<file path="src/rtl/router_pkg.sv">
// Shared definitions for the router datapath register stage and its control FSM.
// Holds the byte width default, the reserved address and the FSM state encodings.
package router_pkg;

    localparam int ROUTER_DATA_WIDTH = 8;
    localparam logic [1:0] ADDR_INVALID = 2'b11;

    typedef enum logic [2:0] {
        DECODE_ADDRESS     = 3'd0,
        LOAD_FIRST_DATA    = 3'd1,
        LOAD_DATA          = 3'd2,
        LOAD_PARITY        = 3'd3,
        FIFO_FULL_STATE    = 3'd4,
        LOAD_AFTER_FULL    = 3'd5,
        WAIT_TILL_EMPTY    = 3'd6,
        CHECK_PARITY_ERROR = 3'd7
    } fsm_state_t;

    // Datapath operation for one cycle, after resolving overlapping FSM strobes.
    typedef enum logic [2:0] {
        OP_HOLD       = 3'd0,
        OP_DECODE     = 3'd1,
        OP_FIRST      = 3'd2,
        OP_LOAD       = 3'd3,
        OP_AFTER_FULL = 3'd4,
        OP_FULL       = 3'd5
    } reg_op_t;

    function automatic reg_op_t resolve_op(input logic detect_add, input logic lfd_state,
                                           input logic ld_state, input logic laf_state,
                                           input logic full_state);
        reg_op_t op;
        op = OP_HOLD;
        if (detect_add)      op = OP_DECODE;
        else if (lfd_state)  op = OP_FIRST;
        else if (ld_state)   op = OP_LOAD;
        else if (laf_state)  op = OP_AFTER_FULL;
        else if (full_state) op = OP_FULL;
        return op;
    endfunction

endpackage

</file>
<file path="src/rtl/router_parity_chk.sv">
// Running parity over header and payload, captured packet parity byte,
// and the error flag raised when the two disagree at the check point.
module router_parity_chk
    import router_pkg::*;
#(
    parameter int DATA_WIDTH = ROUTER_DATA_WIDTH
) (
    input  logic                  clock,
    input  logic                  reset,
    input  reg_op_t               op,
    input  logic                  pkt_valid,
    input  logic [DATA_WIDTH-1:0] data_in,
    input  logic [DATA_WIDTH-1:0] header,
    input  logic                  parity_done,
    input  logic                  rst_int_reg,
    output logic                  err
);

    logic [DATA_WIDTH-1:0] int_parity;
    logic [DATA_WIDTH-1:0] pkt_parity;

    // Payload bytes count once when accepted, whether they go to dout or the hold byte.
    always_ff @(posedge clock or posedge reset) begin
        if (reset) begin
            int_parity <= '0;
        end else if (op == OP_DECODE) begin
            int_parity <= '0;
        end else if (op == OP_FIRST) begin
            int_parity <= int_parity ^ header;
        end else if (op == OP_LOAD && pkt_valid) begin
            int_parity <= int_parity ^ data_in;
        end
    end

    always_ff @(posedge clock or posedge reset) begin
        if (reset) begin
            pkt_parity <= '0;
        end else if (op == OP_DECODE) begin
            pkt_parity <= '0;
        end else if (op == OP_LOAD && !pkt_valid) begin
            pkt_parity <= data_in;
        end
    end

    always_ff @(posedge clock or posedge reset) begin
        if (reset) begin
            err <= 1'b0;
        end else if (op == OP_DECODE && pkt_valid) begin
            err <= 1'b0;
        end else if (rst_int_reg && parity_done) begin
            err <= (int_parity != pkt_parity);
        end
    end

endmodule

</file>
<file path="src/rtl/router_reg.sv">
// Router datapath register stage: latches the header, steers bytes onto the
// FIFO write bus, parks a byte while the FIFO is full, and tracks packet end.
module router_reg
    import router_pkg::*;
#(
    parameter int DATA_WIDTH = ROUTER_DATA_WIDTH
) (
    input  logic                  clock,
    input  logic                  reset,
    input  logic                  pkt_valid,
    input  logic [DATA_WIDTH-1:0] data_in,
    input  logic                  fifo_full,
    input  logic                  detect_add,
    input  logic                  lfd_state,
    input  logic                  ld_state,
    input  logic                  laf_state,
    input  logic                  full_state,
    input  logic                  rst_int_reg,
    output logic [DATA_WIDTH-1:0] dout,
    output logic                  parity_done,
    output logic                  low_packet_valid,
    output logic                  err
);

    reg_op_t               op;
    logic [DATA_WIDTH-1:0] header;
    logic [DATA_WIDTH-1:0] hold;

    assign op = resolve_op(detect_add, lfd_state, ld_state, laf_state, full_state);

    always_ff @(posedge clock or posedge reset) begin
        if (reset) begin
            header <= '0;
        end else if (op == OP_DECODE && pkt_valid && data_in[1:0] != ADDR_INVALID) begin
            header <= data_in;
        end
    end

    // A byte arriving while the FIFO is full is parked and replayed in LOAD_AFTER_FULL.
    always_ff @(posedge clock or posedge reset) begin
        if (reset) begin
            dout <= '0;
            hold <= '0;
        end else begin
            case (op)
                OP_FIRST: dout <= header;
                OP_LOAD: begin
                    if (fifo_full) hold <= data_in;
                    else           dout <= data_in;
                end
                OP_AFTER_FULL: dout <= hold;
                default: ;
            endcase
        end
    end

    always_ff @(posedge clock or posedge reset) begin
        if (reset) begin
            low_packet_valid <= 1'b0;
        end else if (op == OP_LOAD && !pkt_valid) begin
            low_packet_valid <= 1'b1;
        end else if (rst_int_reg) begin
            low_packet_valid <= 1'b0;
        end
    end

    // A parity byte parked behind a full FIFO is only done once it is replayed.
    always_ff @(posedge clock or posedge reset) begin
        if (reset) begin
            parity_done <= 1'b0;
        end else if (op == OP_DECODE) begin
            parity_done <= 1'b0;
        end else if (op == OP_LOAD && !fifo_full && !pkt_valid) begin
            parity_done <= 1'b1;
        end else if (op == OP_AFTER_FULL && low_packet_valid && !parity_done) begin
            parity_done <= 1'b1;
        end
    end

    router_parity_chk #(
        .DATA_WIDTH(DATA_WIDTH)
    ) u_parity_chk (
        .clock      (clock),
        .reset      (reset),
        .op         (op),
        .pkt_valid  (pkt_valid),
        .data_in    (data_in),
        .header     (header),
        .parity_done(parity_done),
        .rst_int_reg(rst_int_reg),
        .err        (err)
    );

endmodule
</file>
<file path="config.mk">
export PLATFORM = sky130hd
export DESIGN_NAME = router_reg
export DESIGN_NICKNAME = d
export VERILOG_FILES = /design/src/rtl/router_pkg.sv /design/src/rtl/router_parity_chk.sv /design/src/rtl/router_reg.sv
export SDC_FILE = /design/constraint.sdc
export NUM_CORES = 1
export LEC_CHECK = 0
export CAP_MARGIN = 20
export CORE_MARGIN = 1
export CORE_UTILIZATION = 49
export CTS_BUF_LIST = sky130_fd_sc_hd__clkbuf_8 sky130_fd_sc_hd__clkbuf_16
export CTS_CLUSTER_DIAMETER = 100
export DETAILED_ROUTE_END_ITERATION = 7
export PLACE_DENSITY_LB_ADDON = 0.05
export REMOVE_ABC_BUFFERS = 1
export SETUP_SLACK_MARGIN = 0.02
export SKIP_LAST_GASP = 1
export SLEW_MARGIN = 20
export SYNTH_ARGS = -nofsm -noshare
export SYNTH_HDL_FRONTEND = slang
export SYNTH_SLANG_ARGS = --single-unit
</file>
<file path="constraint.sdc">
create_clock -name clock -period 1.3 [get_ports clock]
set_input_delay 0.39 -clock clock [delete_from_list [all_inputs] [get_ports clock]]
set_output_delay 0.39 -clock clock [all_outputs]
set_load 0.1 [all_outputs]
</file>
==> run_1/sizing.png <==
Scale: 6 px per um.
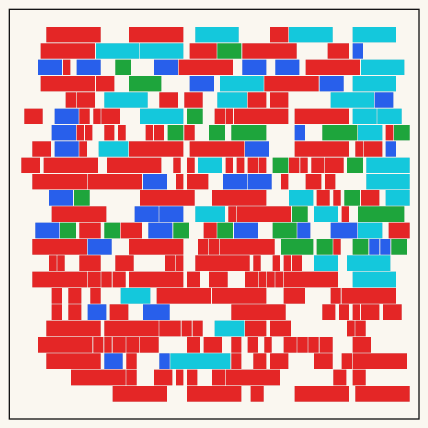
- green: x3 and x4 (cells 24; share 9.4%; most used buf_4)
- cyan: x6 and larger (cells 30; share 12%; most used buf_12)
- red: x1 and smaller (cells 168; share 66%; most used dfrtp_1)
- blue: x2 (cells 33; share 13%; most used mux2_2)

==> run_1/gates.png <==
Scale: 6 px per um.
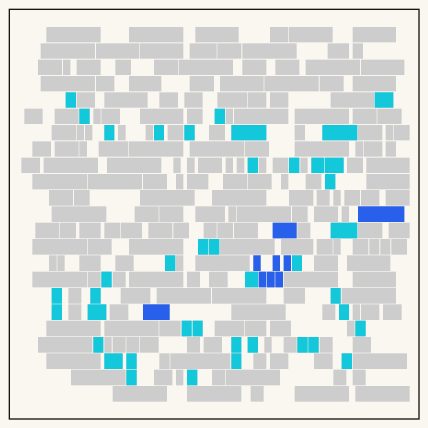
- cyan: aoi and oai cells (cells 41; most used o21ai_0)
- blue: nor cells (cells 9; most used nor2_1)

==> run_1/util_map.png <==
Scale: 4 px per um. The die is cut into 7 by 7 equal tiles; dark purple is low, yellow is high, 0 to 100% covered.
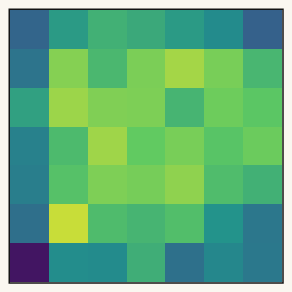
- tiles over 75% full: 33%
- fullest tile: 92%
- mean over tiles: 63%
core footprint: 4090 um^2
Post-Route Utilization: 0.723

==> impl_metrics.json, run 1 <==
{
  "outcome": "finished clean",
  "preCtsSetupSlack_ns": -0.662,
  "timing.hold.worst.class": "in -> reg",
  "finalCritPeriodShare": 0.985,
  "yosys_cells": 200,
  "die_x_um": 68.0,
  "detail_route.vias_per_cell": 5.54,
  "power.density_nw_per_um2": 1360,
  "timing.fmax_mhz": 781,
  "rsz0062_at_grt": "yes",
  "grt_antenna_before_repair": 0,
  "timing_worst_setup_path_type": "reg -> out",
  "area_growth_pct": 38.2,
  "post-route-worst-setup-slack_ns": 0.0200,
  "cp_data_arrival_time_ns": 0.89,
  "worst_path_max_delay_cell": "sky130_fd_sc_hd__dfrtp_1",
  "io_buffers": 27,
  "clock-sinks": 43,
  "globalRouteOverflowTotal": 0,
  "time_the_final_worst_path_needs_with_i_o_delays_and_setup_ns": 1.28,
  "dieArea_um2": 4630,
  "critical_path.reg2reg.startpoint": "u_parity_chk.pkt_parity[1]",
  "detailedRoute.firstPassIterationCount": 4,
  "path_clk_slew_ns": 0.07,
  "initCoreUtil": 0.523,
  "detail_route.wl_per_cell_um": 16.2,
  "postCtsHoldBufs": 0,
  "finalNetCount": 274,
  "critical_path.n_buffers_inverters": 1,
  "timing.final.max_slew_violations": 0,
  "grt_pass1_vias": 1719,
  "synth.avg_cell_area_um2": 10.7,
  "postSynthCellCount": 200,
  "worstSetupEndpoint": "low_packet_valid",
  "die_y_um": 68.0
}
[run 1: final cells by class]
cell class,instances,area [um^2]
fill,298,1130
sequential,43,1080
multi-input combinational,143,1040
timing repair buffer,59,689
clock buffer,5,68.8
tap,50,62.6
inverter,4,15.0
clock inverter,1,3.75
[run 1: state kept, by name, summed over array words and instances (netlist names)]
register                 flops
dout                         8
header                       8
hold                         8
low_packet_valid             1
parity_done                  1
u_parity_chk.err             1
u_parity_chk.int_parity      8
u_parity_chk.pkt_parity      8
[run 1: metal layers]
metal | GRT usage | share of wire | vias up
li1 | - | - | 816
met1 | 0.306 | 0.43 | 817
met2 | 0.420 | 0.50 | 44
met3 | 0.0550 | 0.041 | 13
met4 | 0.0964 | 0.022 | 0
met5 | 0 | 0 | -
[run 1: cell families (layout without fill, tap and decap cells)]
family                 Yosys count  in the layout  share of synthesized area
AND-OR/OR-AND                   50             50                      0.146
flip-flops                      43             43                      0.504
buffers and inverters           14             69                     0.0334
AND/OR/NAND/NOR                 55             55                      0.131
XOR/XNOR                         8              8                     0.0328
multiplexers                    30             30                      0.153
[run 1: synth_stat cells (3+ instances only)]
library cell	number	area share
sky130_fd_sc_hd__mux2_2	22	0.12
sky130_fd_sc_hd__nand2_1	25	0.044
sky130_fd_sc_hd__buf_2	3	0.0070
sky130_fd_sc_hd__inv_1	4	0.0070
sky130_fd_sc_hd__dfrtp_1	43	0.50
sky130_fd_sc_hd__nand2b_1	8	0.023
sky130_fd_sc_hd__mux2i_1	8	0.037
sky130_fd_sc_hd__o21ai_0	27	0.063
sky130_fd_sc_hd__xor2_1	3	0.012
sky130_fd_sc_hd__clkbuf_1	3	0.0053
sky130_fd_sc_hd__buf_4	4	0.014
sky130_fd_sc_hd__or3_1	8	0.023
sky130_fd_sc_hd__xnor2_1	5	0.020
sky130_fd_sc_hd__a21oi_1	8	0.019
sky130_fd_sc_hd__nor2_1	7	0.012
sky130_fd_sc_hd__a22o_1	8	0.033
[run 1: report_power, final]
group          switching, mW  internal, mW  total, mW
Clock                  0.408         0.350      0.758
Sequential             0.180          1.55       1.73
Combinational          0.860         0.665       1.53
[run 1: placed cells by master, fill, tap and decap left out, types with 9 or more instances in the layout]
master                    Yosys  routed
sky130_fd_sc_hd__buf_12       0      15
sky130_fd_sc_hd__buf_4        4      17
sky130_fd_sc_hd__buf_6        0       9
sky130_fd_sc_hd__dfrtp_1     43      43
sky130_fd_sc_hd__mux2_2      22      21
sky130_fd_sc_hd__nand2_1     25      25
sky130_fd_sc_hd__o21ai_0     27      23
[run 1: repair_timing]
| action | CTS | global route |
|---|---|---|
| pin swaps | 2 | 2 |
| buffers inserted | 4 | 2 |
| gates cloned | 2 | 0 |
| resized | 48 | 4 |
| setup endpoints to repair | 44 | 23 |
[run 1: how the worst min path moves through the flow]
stage / to / slack (ns) / cells after the start
after global placement: hold[5] / 0.49 / 1
after detailed placement: hold[6] / 0.50 / 1
after floorplan: u_parity_chk.int_parity[0] / 0.45 / 1
final: hold[6] / 0.47 / 2
after CTS: parity_done / 0.50 / 3
after global routing: hold[6] / 0.47 / 2
==> run_1/clock_nets.png <==
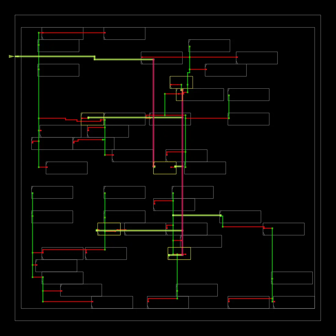

## Run 2: what changed since run 1
--- a/config.mk
+++ b/config.mk
@@ -12,7 +12,6 @@
 export CTS_CLUSTER_DIAMETER = 100
 export DETAILED_ROUTE_END_ITERATION = 7
 export PLACE_DENSITY_LB_ADDON = 0.05
-export REMOVE_ABC_BUFFERS = 1
 export SETUP_SLACK_MARGIN = 0.02
 export SKIP_LAST_GASP = 1
 export SLEW_MARGIN = 20
==> run_2/clock_nets.png <==
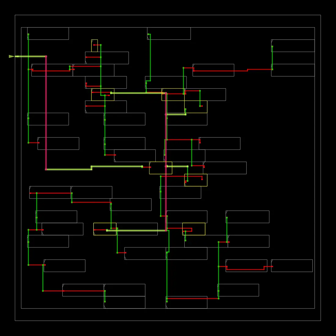
clock skew: 0.00851 ns
count of clock buffers in the final design: 7
total clock buffers created by CTS: 5

==> run_2/util_map.png <==
Scale: 4 px per um. The die is cut into 7 by 7 equal tiles; dark purple is low, yellow is high, 0 to 100% covered.
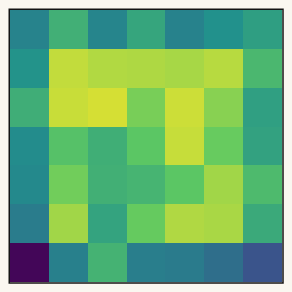
- mean over tiles: 65%
- tiles over 75% full: 37%
- nearly empty tiles: 2.0%
- emptiest ninth of the die: lower left
- fullest tile: 94%

==> run 2 against run 1 <==
Sequential share of layout area fell by 1.2 points. Clock-buffer cell count rose by 2. Clock power rose by 19%. Sequential power barely moved. Largest power group unchanged.
==> impl_metrics.json, run 2 <==
{
  "critical_path.n_buffers_inverters": 1,
  "dieArea_um2": 4630,
  "worst_path_max_delay_cell": "sky130_fd_sc_hd__dfrtp_2",
  "rsz0062_at_grt": "yes",
  "yosysTopAreaCellShare": 0.504,
  "grt_antenna_before_repair": 0,
  "finalCritPeriodShare": 0.991,
  "postCtsHoldBufs": 0,
  "cp_data_arrival_time_ns": 0.90,
  "io_buffers": 27,
  "globalRouteOverflowTotal": 0,
  "fin_util": 0.754,
  "path_clk_slew_ns": 0.08,
  "postSynthCellCount": 200,
  "time_the_final_worst_path_needs_with_i_o_delays_and_setup_ns": 1.29,
  "timing.final.max_slew_violations": 0,
  "die_y_um": 68.0,
  "power.density_nw_per_um2": 1390,
  "timing.hold.worst.class": "in -> async",
  "grt_pass1_vias": 1778,
  "area_growth_pct": 44.1,
  "finalNetCount": 276,
  "outcome": "finished clean",
  "fp.coreArea_um2": 4090,
  "cell_types_with_the_highest_counts_after_synthesis": "43 x sky130_fd_sc_hd__dfrtp_1, 27 x sky130_fd_sc_hd__o21ai_0, 25 x sky130_fd_sc_hd__nand2_1, 22 x sky130_fd_sc_hd__mux2_2",
  "most-common-layout-cells": "36 x sky130_fd_sc_hd__dfrtp_1, 26 x sky130_fd_sc_hd__o21ai_0, 24 x sky130_fd_sc_hd__nand2_1, 24 x sky130_fd_sc_hd__buf_4",
  "yosys_cells": 200,
  "initCoreUtil": 0.523,
  "die_x_um": 68.0,
  "layout_top_cell_excl_fill_tap": "sky130_fd_sc_hd__dfrtp_1",
  "timing_worst_setup_path_type": "reg -> out"
}
==> run 2: cell types whose count changed in the layout (fill, tap and decap cells not counted), moves of 3 or more <==
cell / delta
sky130_fd_sc_hd__buf_4: +7
sky130_fd_sc_hd__dfrtp_2: +7
sky130_fd_sc_hd__dfrtp_1: -7
sky130_fd_sc_hd__o21ai_1: -3
sky130_fd_sc_hd__mux2_2: -15
sky130_fd_sc_hd__buf_6: -5
sky130_fd_sc_hd__o21ai_0: +3
sky130_fd_sc_hd__mux2_4: +15
sky130_fd_sc_hd__buf_2: -3
==> run 2: cell families after synthesis <==
| group | after synthesis | synth area share |
|---|---|---|
| AOI/OAI and AO/OA | 50 | 0.146 |
| DFF | 43 | 0.504 |
| muxes | 30 | 0.153 |
| buffers and inverters | 14 | 0.0334 |
| xor gates and xnor gates | 8 | 0.0328 |
| and+or+nand+nor | 55 | 0.131 |
==> run 2: final cells by class <==
class | instances | area (um^2)
timing repair buffer | 61 | 707
tap | 50 | 62.6
inverter | 4 | 18.8
fill | 275 | 1010
clock buffer | 7 | 96.3
sequential | 43 | 1080
multi-input combinational | 143 | 1110
clock inverter | 1 | 3.75
==> run 2: path summary, 6_finish.rpt <==
kind / end / slack, ns / start / depth (start not counted)
min in group clock: hold[1] / 0.51 / hold[1] / 1
max reg2reg: u_parity_chk.err / 0.09 / u_parity_chk.int_parity[0] / 4
min: u_parity_chk.int_parity[0] / 0.49 / reset / 3
max: err / 0.01 / u_parity_chk.err / 1
min reg2reg: hold[1] / 0.51 / hold[1] / 1
max in group asynchronous: dout[3] / 0.58 / reset / 3
==> run 2: per-layer routing <==
| metal | track usage | wire length (um) | vias up |
|---|---|---|---|
| met5 | 0 | 0 | - |
| met1 | 0.305 | 2180 | 848 |
| met3 | 0.0500 | 253 | 10 |
| met2 | 0.419 | 2620 | 56 |
| met4 | 0.0859 | 91 | 0 |
| li1 | - | - | 820 |
==> run 2: stage by stage <==
step,instances,setup TNS [ns],cell area [um^2],power [mW]
2_1_floorplan,200,-0.295,2210,2.67
3_3_place_gp,293,-22.21,2820,3.23
3_5_place_dp,293,-23.15,2820,3.28
4_1_cts,307,0,3060,4.29
5_1_grt,309,-0.107,3080,4.49
6_report,309,0,3080,4.29
==> run 2: timing repair <==
item | 4_1_cts | 5_1_grt
pin swaps | 4 | 2
resized | 44 | 7
gates cloned | 1 | 0
buffers inserted | 5 | 3
endpoints found under the setup margin | 51 | 29
hold endpoints to repair | 0 | 0
==> run 2: where the power goes <==
part           leakage (nW)  internal (mW)  total [mW]  switching [mW]
clock                0.0557          0.477       0.901           0.425
combinational         0.824          0.761        1.65           0.892
sequential            0.534           1.55        1.74           0.187
total                  1.41           2.79        4.29            1.50
==> run_2/sizing.png <==
Scale: 6 px per um.
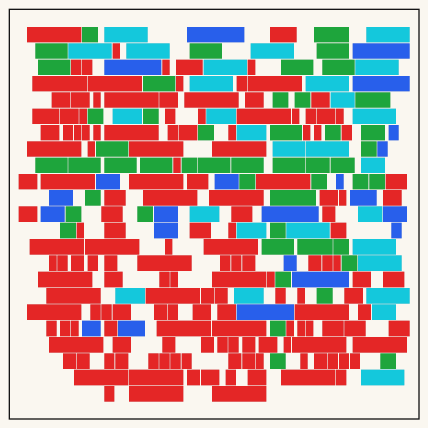

## Run 3: what changed since run 2
--- a/config.mk
+++ b/config.mk
@@ -6,7 +6,7 @@
 export NUM_CORES = 1
 export LEC_CHECK = 0
 export CAP_MARGIN = 20
-export CORE_MARGIN = 1
+export CORE_MARGIN = 3
 export CORE_UTILIZATION = 49
 export CTS_BUF_LIST = sky130_fd_sc_hd__clkbuf_8 sky130_fd_sc_hd__clkbuf_16
 export CTS_CLUSTER_DIAMETER = 100
==> run_3/sizing.png <==
Scale: 6 px per um.
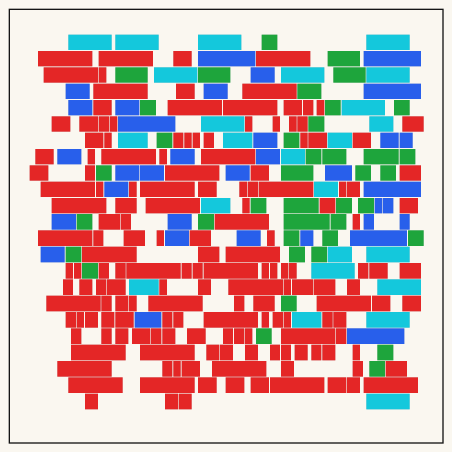
- red: x1 and smaller (cells 164; share 63%; most used dfrtp_1)
- cyan: x6 and larger (cells 24; share 9.2%; most used buf_12)
- green: x3 and x4 (cells 39; share 15%; most used buf_4)
- blue: x2 (cells 34; share 13%; most used mux2_2)
buffer count excluding the clock tree in the final layout: 63
worst path setup slack after routing: 0.00724 ns

==> run 3 against run 2 <==
Worst setup slack lost 0.0045 ns. Cell count rose by 0.65%. Critical path type unchanged. Synthesized area did not move. Worst hold slack got worse by 0.13 ns. Final area fell by 3.5%. Highest routed layer unchanged. Largest cell class is now sequential cells. Via count is 1.4% higher. Routed wire length up 0.19%.
==> impl_metrics.json, run 3 <==
{
  "timing_worst_setup_path_type": "reg -> out",
  "grt_antenna_before_repair": 0,
  "clock_skew_ns": 0.00724,
  "most-common-layout-cells": "36 x sky130_fd_sc_hd__dfrtp_1, 28 x sky130_fd_sc_hd__buf_4, 26 x sky130_fd_sc_hd__o21ai_0",
  "n_fill_cell": 303,
  "finalNetCount": 278,
  "yosys_cells": 200,
  "flop_pwr_share": 0.426,
  "rsz0062_at_grt": "yes",
  "layout_top_cell_excl_fill_tap": "sky130_fd_sc_hd__dfrtp_1",
  "combinational_cell_fraction_of_total_power": 0.378,
  "die_x_um": 72.0,
  "comb_area_um2": 1040,
  "postSynthCellCount": 200,
  "finalCritPeriodShare": 0.994,
  "fp.coreArea_um2": 4120,
  "globalRouteOverflowTotal": 0,
  "fin_util": 0.722,
  "layout.area.seq_um2": 1080,
  "time_the_final_worst_path_needs_with_i_o_delays_and_setup_ns": 1.29,
  "clock_power_share": 0.196,
  "cell_types_with_the_highest_counts_after_synthesis": "43 x sky130_fd_sc_hd__dfrtp_1, 27 x sky130_fd_sc_hd__o21ai_0, 25 x sky130_fd_sc_hd__nand2_1, 22 x sky130_fd_sc_hd__mux2_2",
  "fin_area_um2": 2970,
  "grt_pass1_vias": 1868,
  "outcome": "finished clean",
  "numCtsBuffers": 5,
  "power_report.internal_total_mw": 2.58,
  "dieArea_um2": 5190,
  "initCoreUtil": 0.519,
  "timing.final.max_slew_violations": 0,
  "path_clk_slew_ns": 0.08,
  "power.density_nw_per_um2": 1370,
  "critical_path.n_buffers_inverters": 1,
  "area_growth_pct": 39.1,
  "power.total_mw": 4.07,
  "swShare": 0.365,
  "yosysTopAreaCellShare": 0.504
}
==> run_3/port_trees.png <==
Scale: 4 px per um.
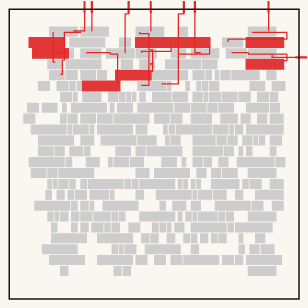
- red: dout (direction output; edge 7 top, 1 right; end cells 8; buffers 8; wire 205 um)
Port Buf Inserts: 27
num ports: 29

==> run 3: cell count changes in the layout (fill, tap and decap cells not counted), moves of 2 or more <==
cell | previous run | this run
sky130_fd_sc_hd__mux2_2 | 6 | 18
sky130_fd_sc_hd__dlymetal6s2s_1 | 3 | 0
sky130_fd_sc_hd__buf_4 | 24 | 28
sky130_fd_sc_hd__inv_1 | 3 | 5
sky130_fd_sc_hd__mux2_4 | 16 | 4
sky130_fd_sc_hd__clkbuf_8 | 7 | 5
sky130_fd_sc_hd__buf_12 | 16 | 14
sky130_fd_sc_hd__dlygate4sd2_1 | 6 | 9
==> run 3: worst paths after layout <==
check | startpoint | endpoint | slack, ns | depth (start not counted)
hold / removal | detect_add | parity_done | 0.37 | 2
min in group asynchronous | reset | parity_done | 0.49 | 3
max in group asynchronous | reset | u_parity_chk.pkt_parity[2] | 0.58 | 3
setup / recovery | parity_done | parity_done | 0.007 | 1
hold reg to reg | hold[5] | hold[5] | 0.52 | 1
setup reg to reg | u_parity_chk.pkt_parity[1] | u_parity_chk.err | 0.07 | 4
==> run 3: cell families (layout without fill, tap and decap cells) <==
kind of cell / count (synthesis) / in the layout / synth area share
AND-OR/OR-AND: 50 / 50 / 0.146
XOR/XNOR: 8 / 8 / 0.0328
buffers and inverters: 14 / 75 / 0.0334
flip-flops: 43 / 43 / 0.504
multiplexers: 30 / 30 / 0.153
AND/OR/NAND/NOR: 55 / 55 / 0.131
==> run 3: power groups by stage <==
stage	registers, mW	logic [mW]	clock network [mW]
floorplan	2.20	0.469	0
global placement	1.74	1.50	0
detailed placement	1.76	1.53	0
CTS	1.73	1.54	0.820
global route	1.76	1.62	0.883
finish	1.73	1.54	0.798
==> run 3: timing repair <==
| action | in CTS | in global routing |
|---|---|---|
| gates resized | 30 | 5 |
| setup buffers | 5 | 0 |
| pin swaps | 5 | 2 |
| endpoints found under the hold margin | 0 | 0 |
| setup endpoints to repair | 49 | 30 |
==> run 3: stage by stage <==
step | std cells | setup TNS [ns]
after global placement | 298 | -23.69
after floorplan | 200 | -0.295
after detailed placement | 298 | -24.96
after CTS | 311 | -0.0119
final | 311 | 0
after global routing | 311 | -0.166
==> run 3: metal layers <==
layer	up-vias	wire length (um)	GRT usage
met1	889	2210	0.270
li1	822	-	-
met3	9	206	0.0512
met5	-	0	0
met2	39	2660	0.382
met4	0	76	0.0793
==> run 3: area by class of cell <==
type | count | share of cell area
tap | 50 | 0.0211
sequential | 43 | 0.365
inverter | 4 | 0.00632
clock inverter | 3 | 0.00379
timing repair buffer | 63 | 0.229
multi-input combinational | 143 | 0.352
clock buffer | 5 | 0.0232
No activity file was given, so power comes from the tool's default toggle rates.
